Run 1, metal 2:
Drawn at 4 px/um.
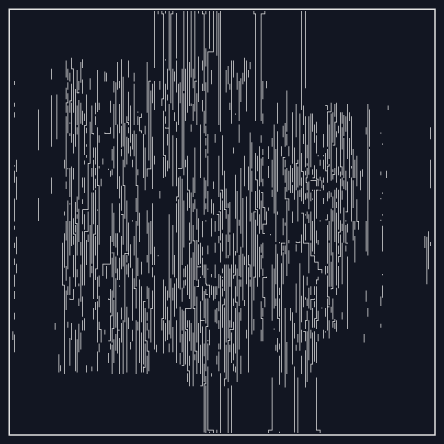
Run 1, wires at chosen ports, followed through buffers:
Drawn at 2 px/um.
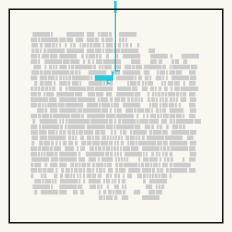
Run 1, routed metal, one colour a layer:
Drawn at 2 px/um. Only two layers are drawn.
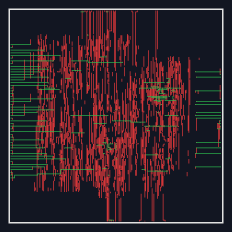
Run 1, I/O pins on the die edge:
Drawn at 4 px/um. Pins as bars across the die edge, other pins in grey.
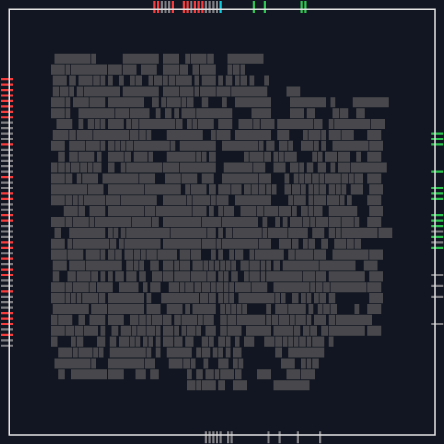
<file path="src/rtl/instr_sequencer.sv">
// instr_sequencer: multi-cycle fetch/decode/exec control FSM
// driving the datapath instruction bus, rf write gate and dmem handshake.
module instr_sequencer #(
  parameter int unsigned         PC_WIDTH = 8,
  parameter logic [PC_WIDTH-1:0] RESET_PC = '0,
  parameter int unsigned         TIMEOUT  = 16
) (
  input  logic                clock,
  input  logic                reset_n,
  input  logic                start,
  output logic                imem_req,
  output logic [PC_WIDTH-1:0] imem_addr,
  input  logic                imem_ack,
  input  logic [31:0]         imem_rdata,
  output logic [31:0]         instr_out,
  output logic                rf_we_gate,
  output logic                dm_req,
  output logic                dm_wnr,
  input  logic                dm_ack,
  output logic                busy,
  output logic                halted,
  output logic                error,
  output logic [15:0]         retired
);

  localparam int CW = (TIMEOUT > 2) ? $clog2(TIMEOUT) : 1;
  localparam logic [CW-1:0] TM1 = CW'(TIMEOUT - 1);

  localparam logic [5:0] OP_NOP   = 6'd0;
  localparam logic [5:0] OP_ADD   = 6'd1;
  localparam logic [5:0] OP_ADDI  = 6'd2;
  localparam logic [5:0] OP_LOAD  = 6'd3;
  localparam logic [5:0] OP_LOADI = 6'd4;
  localparam logic [5:0] OP_STORE = 6'd5;
  localparam logic [5:0] OP_HALT  = 6'd63;

  typedef enum logic [2:0] {
    S_IDLE,
    S_FETCH,
    S_DECODE,
    S_EXEC,
    S_MEM,
    S_WB,
    S_HALT
  } state_t;

  state_t              state;
  state_t              state_n;
  logic [PC_WIDTH-1:0] pc;
  logic [31:0]         ir;
  logic [CW-1:0]       cnt;

  logic       pc_inc;
  logic       ret_inc;
  logic       set_err;
  logic       ld_ir;
  logic       restart;
  logic       tmo;
  logic [5:0] op;
  logic       is_nop;
  logic       is_halt;
  logic       is_alu;
  logic       is_mem;
  logic       is_store;
  logic       in_wait;

  assign op       = ir[31:26];
  assign is_nop   = (op == OP_NOP);
  assign is_halt  = (op == OP_HALT);
  assign is_alu   = (op == OP_ADD) || (op == OP_ADDI)
                 || (op == OP_LOADI);
  assign is_store = (op == OP_STORE);
  assign is_mem   = (op == OP_LOAD) || is_store;
  assign in_wait  = (state == S_FETCH) || (state == S_MEM);
  assign tmo      = (cnt == TM1);

  // State register
  always_ff @(posedge clock or negedge reset_n) begin
    if (!reset_n) state <= S_IDLE;
    else          state <= state_n;
  end

  // Next-state and per-cycle control strobes
  always_comb begin
    state_n = state;
    pc_inc  = 1'b0;
    ret_inc = 1'b0;
    set_err = 1'b0;
    ld_ir   = 1'b0;
    restart = 1'b0;
    unique case (state)
      S_IDLE, S_HALT: begin
        if (start) begin
          restart = 1'b1;
          state_n = S_FETCH;
        end
      end
      S_FETCH: begin
        if (imem_ack) begin
          ld_ir   = 1'b1;
          state_n = S_DECODE;
        end else if (tmo) begin
          set_err = 1'b1;
          state_n = S_HALT;
        end
      end
      S_DECODE: begin
        unique case (1'b1)
          is_nop: begin
            pc_inc  = 1'b1;
            ret_inc = 1'b1;
            state_n = S_FETCH;
          end
          is_halt: begin
            ret_inc = 1'b1;
            state_n = S_HALT;
          end
          is_alu, is_mem: begin
            state_n = S_EXEC;
          end
          default: begin
            set_err = 1'b1;
            state_n = S_HALT;
          end
        endcase
      end
      S_EXEC: begin
        if (is_alu) begin
          pc_inc  = 1'b1;
          ret_inc = 1'b1;
          state_n = S_FETCH;
        end else if (is_mem) begin
          state_n = S_MEM;
        end else begin
          set_err = 1'b1;
          state_n = S_HALT;
        end
      end
      S_MEM: begin
        if (dm_ack) begin
          if (is_store) begin
            pc_inc  = 1'b1;
            ret_inc = 1'b1;
            state_n = S_FETCH;
          end else begin
            state_n = S_WB;
          end
        end else if (tmo) begin
          set_err = 1'b1;
          state_n = S_HALT;
        end
      end
      S_WB: begin
        pc_inc  = 1'b1;
        ret_inc = 1'b1;
        state_n = S_FETCH;
      end
      default: state_n = S_IDLE;
    endcase
  end

  // PC, IR, error flag and retire counter
  always_ff @(posedge clock or negedge reset_n) begin
    if (!reset_n) begin
      pc      <= RESET_PC;
      ir      <= '0;
      error   <= 1'b0;
      retired <= '0;
    end else begin
      if (restart)     pc <= RESET_PC;
      else if (pc_inc) pc <= pc + PC_WIDTH'(1);
      if (ld_ir) ir <= imem_rdata;
      if (restart)      error <= 1'b0;
      else if (set_err) error <= 1'b1;
      if (restart)      retired <= '0;
      else if (ret_inc) retired <= retired + 16'd1;
    end
  end

  // Wait counter restarts whenever a FETCH or MEM wait begins
  always_ff @(posedge clock or negedge reset_n) begin
    if (!reset_n)                      cnt <= '0;
    else if (state_n != state)         cnt <= '0;
    else if (in_wait && !tmo)          cnt <= cnt + CW'(1);
  end

  assign imem_req   = (state == S_FETCH);
  assign imem_addr  = pc;
  assign dm_req     = (state == S_MEM);
  assign dm_wnr     = (state == S_MEM) && is_store;
  assign busy       = (state != S_IDLE) && (state != S_HALT);
  assign halted     = (state == S_HALT);
  assign rf_we_gate = ((state == S_EXEC) && is_alu)
                   || (state == S_WB);
  assign instr_out  = ((state == S_EXEC) || (state == S_MEM)
                    || (state == S_WB)) ? ir : 32'h0;

endmodule

</file>
<file path="config.mk">
export PLATFORM = sky130hd
export DESIGN_NAME = instr_sequencer
export DESIGN_NICKNAME = d
export VERILOG_FILES = /design/src/rtl/instr_sequencer.sv
export SDC_FILE = /design/constraint.sdc
export NUM_CORES = 1
export LEC_CHECK = 0
export ABC_AREA = 1
export CAP_MARGIN = 25
export CORE_MARGIN = 10
export CORE_UTILIZATION = 49
export CTS_CLUSTER_SIZE = 30
export DETAILED_ROUTE_END_ITERATION = 10
export GPL_ROUTABILITY_DRIVEN = 0
export PLACE_DENSITY = 0.88
export SLEW_MARGIN = 20
export SYNTH_ARGS = -nofsm -noshare
export SYNTH_HDL_FRONTEND = slang
export SYNTH_SLANG_ARGS = --single-unit
</file>
<file path="constraint.sdc">
create_clock -name clock -period 2 [get_ports clock]
set_input_delay 0.5 -clock clock [delete_from_list [all_inputs] [get_ports clock]]
set_output_delay 0.5 -clock clock [all_outputs]
set_load 0.01 [all_outputs]
</file>
==> design notes, run 1 <==
Per report_power, the clock group accounts for 14.2% of the total. The end-of-flow timing check tallies setup violations at 30. The buffer and inverter count on the worst path is 3. The clock net in this run drives a total of 64 sinks. The global routing's busiest layer is met2. The number of ordinary and repair buffers in the finished layout works out to 144.

The post-layout worst setup margin came out at -0.104 ns. The cell count after synthesis came out at 474. In this run, the synthesized area fraction spent on and/or/nand/nor cells is recorded as 31.1%. The run gives 7.73% as the routing usage on met3. In this run the remaining antenna-violating nets after routing total 0. The initial cell density of the core came out at 50.3%. Per the TritonCTS log, the buffer count is 9.

Last element of the critical path: instr_out[16]. In the final layout, the multi-input gates occupy 0.00192 mm2. Post-synth the commonest register cell is dfrtp_1. Yosys mapped a number of flops with a built-in enable equal to 0. TritonCTS built the clock tree. The first-pass GRT wire length was 16.8 mm. With the number of design rule violations left after detail routing at 0, the count of nets after finishing is 655.

The total placed cells including tap cells was 676. The family of cells with the greatest summed delay on the critical path was flip-flops. The number of antenna cells inserted is 0, and the sequential share of cell area is 29.4%.

STA shows the worst reg2reg path with a cell count of 13. Per the CTS log, the maximum H-tree level is 3. The most critical min-delay path falls under flip-flop to flip-flop. Per the run report, area growth between synthesis and finish was 50.6%.

The critical path endpoint has a required time of 1.50 ns. The later pin in the worst-skew pair is clocked with a latency of 0.35 ns. The multi-input gate share of total cell area works out to 35.2%.

STA lists the endpoint of the worst register-to-register path as retired[0]. Worst vdd rail ir drop: 1.21 mV. Recorded from the global router log, the overflow total was 0. Of all nets on the critical path, the largest fanout is 6. The run gives 0 for the number of endpoints with negative hold slack in the final report. On the critical path the data arrives at 1.60 ns.

Cells fill 75.7% of the core in the end. At the pin with the least slew margin, the transition time is 0.413 ns. The run finished, with violations left. The checks that failed: negative setup slack.

The number of cells in Yosys stat is 474, and the sequential share of power is 26.4%. When the netlist entered floorplanning its net count stood at 514. The slew check shows that the tightest pin keeps a relative margin of 72.2%. In the hold timing report, the worst path depth is 2. On the worst setup and hold paths after CTS, the clock-pin slew comes to 0.08 ns. Entering global routing, the biggest net connects 65 pins. On met1, the global router reports a usage of 19.4%.

The switching share of total power is 43.9%. Leaving out fill and tap cells, the most frequent cells in the layout are 70 x nor2_1, 61 x dfrtp_1, 60 x inv_1, 60 x clkdlybuf4s50_1, 57 x nand2_1. The adder-cell area share of the yosys netlist is 1.03%.

The tools report the worst hold path endpoint as error. Number of logged tool warnings: 28. For the final database, setup skew stands at 0.00899 ns. The cell chosen for the clock root is clkbuf_8. The via count of the first global-routing pass was 3,668; the synthesized area was 0.00363 mm2.
Back to the opening pictures, 'metal 2':
share of all routed wire	50%
main direction	vertical
wire length on this layer	5,470 um
longest straight run	37.7 um
sum of routed wire length over all layers: 10.9 mm
vias post-DR: 3,715
met2 track demand over resource: 30.2%

Back to the opening pictures, 'wires at chosen ports, followed through buffers':
port	colour	bits	direction	end cells	buffers	wire
`error`	cyan	1	output	1	1	40.1 um
count of input and output buffers: 99
top-level I/O count: 100

Back to the opening pictures, 'routed metal, one colour a layer':
layer	colour	wire length
M2	red	5,470 um
M3	green	983 um
overall track demand over capacity in global routing: 17.7%
DR WL/cell: 15.2 um

Back to the opening pictures, 'I/O pins on the die edge':
port	colour	pins	direction	edge
`imem_rdata`	red	32	input	24 left, 8 top
`retired`	green	16	output	12 right, 4 top
`error`	cyan	1	output	top
vertical die size: 106 um
Horiz. Die Dim: 106 um

-- run 1: stage by stage --
stage	power, W	hold WS (ns)	setup slack, ns
6_report	0.00787	0.518	-0.104
3_5_place_dp	0.00586	0.356	-0.0736
2_1_floorplan	0.00407	0.204	0.226
5_1_grt	0.00843	0.526	-0.156
4_1_cts	0.00676	0.520	-0.155
3_3_place_gp	0.00572	0.352	-0.0151
-- run 1: cell usage after synthesis (6+ instances only) --
library cell	count	share of area [%]
a21oi_1	36	5.0
dfrtp_1	64	44
xor2_1	19	4.6
nor3_1	9	1.2
buf_1	6	0.62
nor2_2	6	1.0
inv_1	63	6.5
nand2_2	8	1.4
nand3_1	37	5.1
o21ai_2	10	2.4
nor2_1	104	11
inv_2	6	0.62
nand2_1	63	6.5
o21ai_0	7	0.97
-- run 1: what timing repair did --
item                                    in CTS  in global routing
hold endpoints to repair                     7                  0
pin swaps                                    2                 14
cloned                                       0                  5
gates resized                              148                101
setup buffers                                8                 14
endpoints found under the setup margin      38                 59
hold buffers                                 1                  0
-- run 1: power groups by stage --
| stage | combinational, W | clock (W) | sequential [W] |
|---|---|---|---|
| detailed placement | 0.00377 | 0 | 0.00208 |
| finish | 0.00467 | 0.00112 | 0.00208 |
| global route | 0.00510 | 0.00119 | 0.00213 |
| global placement | 0.00367 | 0 | 0.00205 |
| CTS | 0.00356 | 0.00113 | 0.00207 |
| floorplan | 0.00202 | 0 | 0.00205 |
-- run 1: sequential cells by signal, summed over array words and instances (netlist names) --
signal	count
retired	16
ir	32
error	1
state	3
imem_addr	8
cnt	4
-- run 1: routing by layer --
metal	wire length [um]	part of all wire, %
met5	0	0
met4	272	2.5
met3	982	9.0
met2	5470	50
met1	4210	38
==> inputs of run 2 (changes only) <==
--- a/config.mk
+++ b/config.mk
@@ -8,11 +8,13 @@
 export ABC_AREA = 1
 export CAP_MARGIN = 25
 export CORE_MARGIN = 10
-export CORE_UTILIZATION = 49
+export CORE_UTILIZATION = 63
 export CTS_CLUSTER_SIZE = 30
 export DETAILED_ROUTE_END_ITERATION = 10
+export DONT_BUFFER_PORTS = 1
 export GPL_ROUTABILITY_DRIVEN = 0
-export PLACE_DENSITY = 0.88
+export PLACE_DENSITY = 0.86
+export SKIP_LAST_GASP = 1
 export SLEW_MARGIN = 20
 export SYNTH_ARGS = -nofsm -noshare
 export SYNTH_HDL_FRONTEND = slang
Run 2, routed metal, one colour a layer:
Drawn at 3 px/um. Only two layers are drawn.
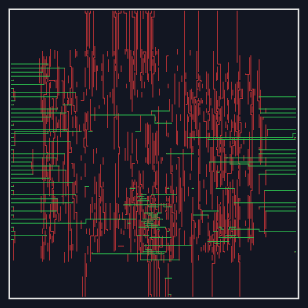
layer	colour	wire length
M2	red	4,340 um
M3	green	1,060 um
vias post-DR: 3,102
DR WL/cell: 16.1 um
overall track demand over capacity in global routing: 19.0%
sum of routed wire length over all layers: 9.01 mm

Run 2, metal 2:
Drawn at 4 px/um.
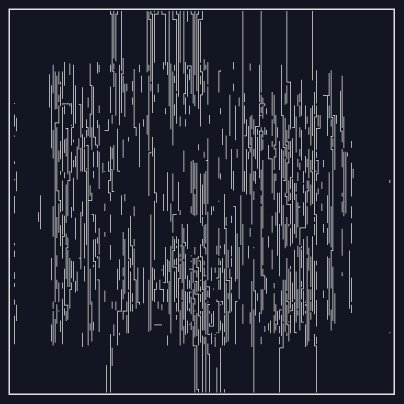
nets with wire on the layer	456
wire length on this layer	4,340 um
share of all routed wire	48%
main direction	vertical
met2 track demand over resource: 29.6%

==> design notes, run 2 <==
The utilization after layout was 75.4% (was 75.7%). The run gives 0 (unchanged) for the number of enable flip-flop cells. The tools report the setup-violating endpoint count in the final report as 0 (was 30). For the number of cells in Yosys stat, the log shows 474 (unchanged). The cell chosen for the clock root was clkbuf_8 (unchanged).

The run gives 100 (unchanged) for the I/O pin count. The run gives 0 (unchanged) for the number of antenna cells inserted. The remaining global-route overflow was 0 (unchanged). Family of cells with the greatest summed delay on the critical path: flip-flops (unchanged).

The run gives 77.4% (was 72.2%) as the relative max-transition margin. The run gives 1.06 mm (was 982 um) for the wire length on met3. Most used cells in the layout excluding fill and tap cells: 72 x nor2_1, 63 x inv_1, 62 x dfrtp_1 (was 70 x nor2_1, 61 x dfrtp_1, 60 x inv_1, 60 x clkdlybuf4s50_1, 57 x nand2_1). The run finished with clean final reports. The uppermost layer routed is met4 (unchanged). The number of logged tool warnings came out at 28 (unchanged). The library cell occupying the most area in the post-synthesis netlist is dfrtp_1 (unchanged).

The chip width was 95.9 um (was 106 um); the area growth from synthesis to layout was 15.1% (was 50.6%). The commonest register cell after synthesis is dfrtp_1 (unchanged). The run gives 0 (unchanged) for the number of endpoints with negative hold slack in the final report. The actual slew at the worst max-slew pin was 0.336 ns (was 0.413 ns).

For the clock net sink count, the log shows 64 (unchanged). The run gives 1.50 ns (was 1.60 ns) as the arrival time of data at the critical path endpoint. The tools report the worst flop-to-flop path endpoint as retired[4] (was retired[0]). The run gives 0 (was 99) for the number of port buffers. The synthesized area was 0.00363 mm2 (unchanged); the number of H-tree levels was 3 (unchanged). The type of the worst min-delay path was input port to asynchronous set/reset pin (was flip-flop to flip-flop). Post-layout worst setup margin: 0.000288 ns (was -0.104 ns). The run gives 7.39% (was 7.73%) for the routing usage on met3.

For the clock latency on the worst-skew pair, the log shows 0.34 ns (was 0.35 ns). The number of nets still failing antenna checks after routing came out at 0 (unchanged). With the number of design rule violations left after detail routing at 0 (unchanged), the number of nets produced by synthesis is 514 (unchanged).

The logs give 3.42 mm (was 4.21 mm) for the met1 wire length and 14.0 mm (was 16.8 mm) for the first-pass GRT wire length. The buffer and inverter count on the worst path is 1 (was 3). For the via count of the first global-routing pass, the log shows 3,040 (was 3,668). The number of clock buffers inserted by TritonCTS came out at 9 (unchanged). The run gives 65 (unchanged) for the largest net degree at the start of global routing. Most frequently used cell type in the post-synthesis netlist: nor2_1 (unchanged).

The share of Yosys cell area claimed by the top area cell type came out at 44.2% (unchanged). The met2 wire length came out at 4.34 mm (was 5.47 mm). Most numerous cell types in the synthesized netlist: 104 x nor2_1, 64 x dfrtp_1, 63 x inv_1, 63 x nand2_1, 37 x nand3_1 (unchanged). The met1 track utilization from global routing came out at 22.9% (was 19.4%).
## run 2: cell count changes in the layout (fill, tap and decap cells not counted), sizes merged, moves of 3 or more
cell and change:
clkbuf -3, clkdlybuf4s50 -60, inv +4, clkinv -4, buf -66
## run 2: power breakdown
part           internal (W)  leakage (nW)  switching [W]  total, W
registers           0.00174         0.774       0.000432   0.00217
clock network      0.000846         0.125       0.000564   0.00141
logic              0.000920          1.16        0.00197   0.00289
total               0.00350          2.05        0.00297   0.00647
## run 2: worst max-delay path by stage
stage,cells past startpoint,end
after detailed placement,9,retired[4]
after CTS,5,instr_out[6]
after global placement,9,retired[2]
final,5,instr_out[2]
after floorplan,6,instr_out[10]
after global routing,5,instr_out[27]
## run 2: through the flow
stage | hold slack, ns | instance area, um2
after floorplan | 0.204 | 3630
after global placement | 0.206 | 3720
after detailed placement | 0.206 | 3720
after CTS | 0.0355 | 4010
after global routing | 0.0340 | 4180
final | 0.0240 | 4180
## run 2: layout make-up
class	instances	area [um2]
Multi-Input combinational cell	324	1810
Sequential cell	64	1600
Fill cell	406	1360
Inverter	70	263
Timing Repair Buffer	13	164
Clock inverter	7	125
Clock buffer	9	124
Tap cell	72	90.1
## run 2: cell families (layout without fill, tap and decap cells)
logic type	count (synthesis)	after routing	synth area share (%)
AOI/OAI and AO/OA	55	55	8.69
muxes	1	1	0.276
buffers and inverters	86	99	9.66
and+or+nand+nor	244	244	31.1
adders and majority gates	3	3	1.03
DFF	64	64	44.2
xor gates and xnor gates	21	21	5.07
## run 2: repair_timing
| action | CTS | global route |
|---|---|---|
| setup endpoints to repair | 32 | 38 |
| pin swaps | 0 | 1 |
| resized | 5 | 38 |
| hold buffers | 1 | 0 |
| setup buffers | 0 | 2 |
| gates cloned | 0 | 2 |
| hold endpoints to repair | 64 | 0 |
Power is estimated from default activity; no workload was simulated.
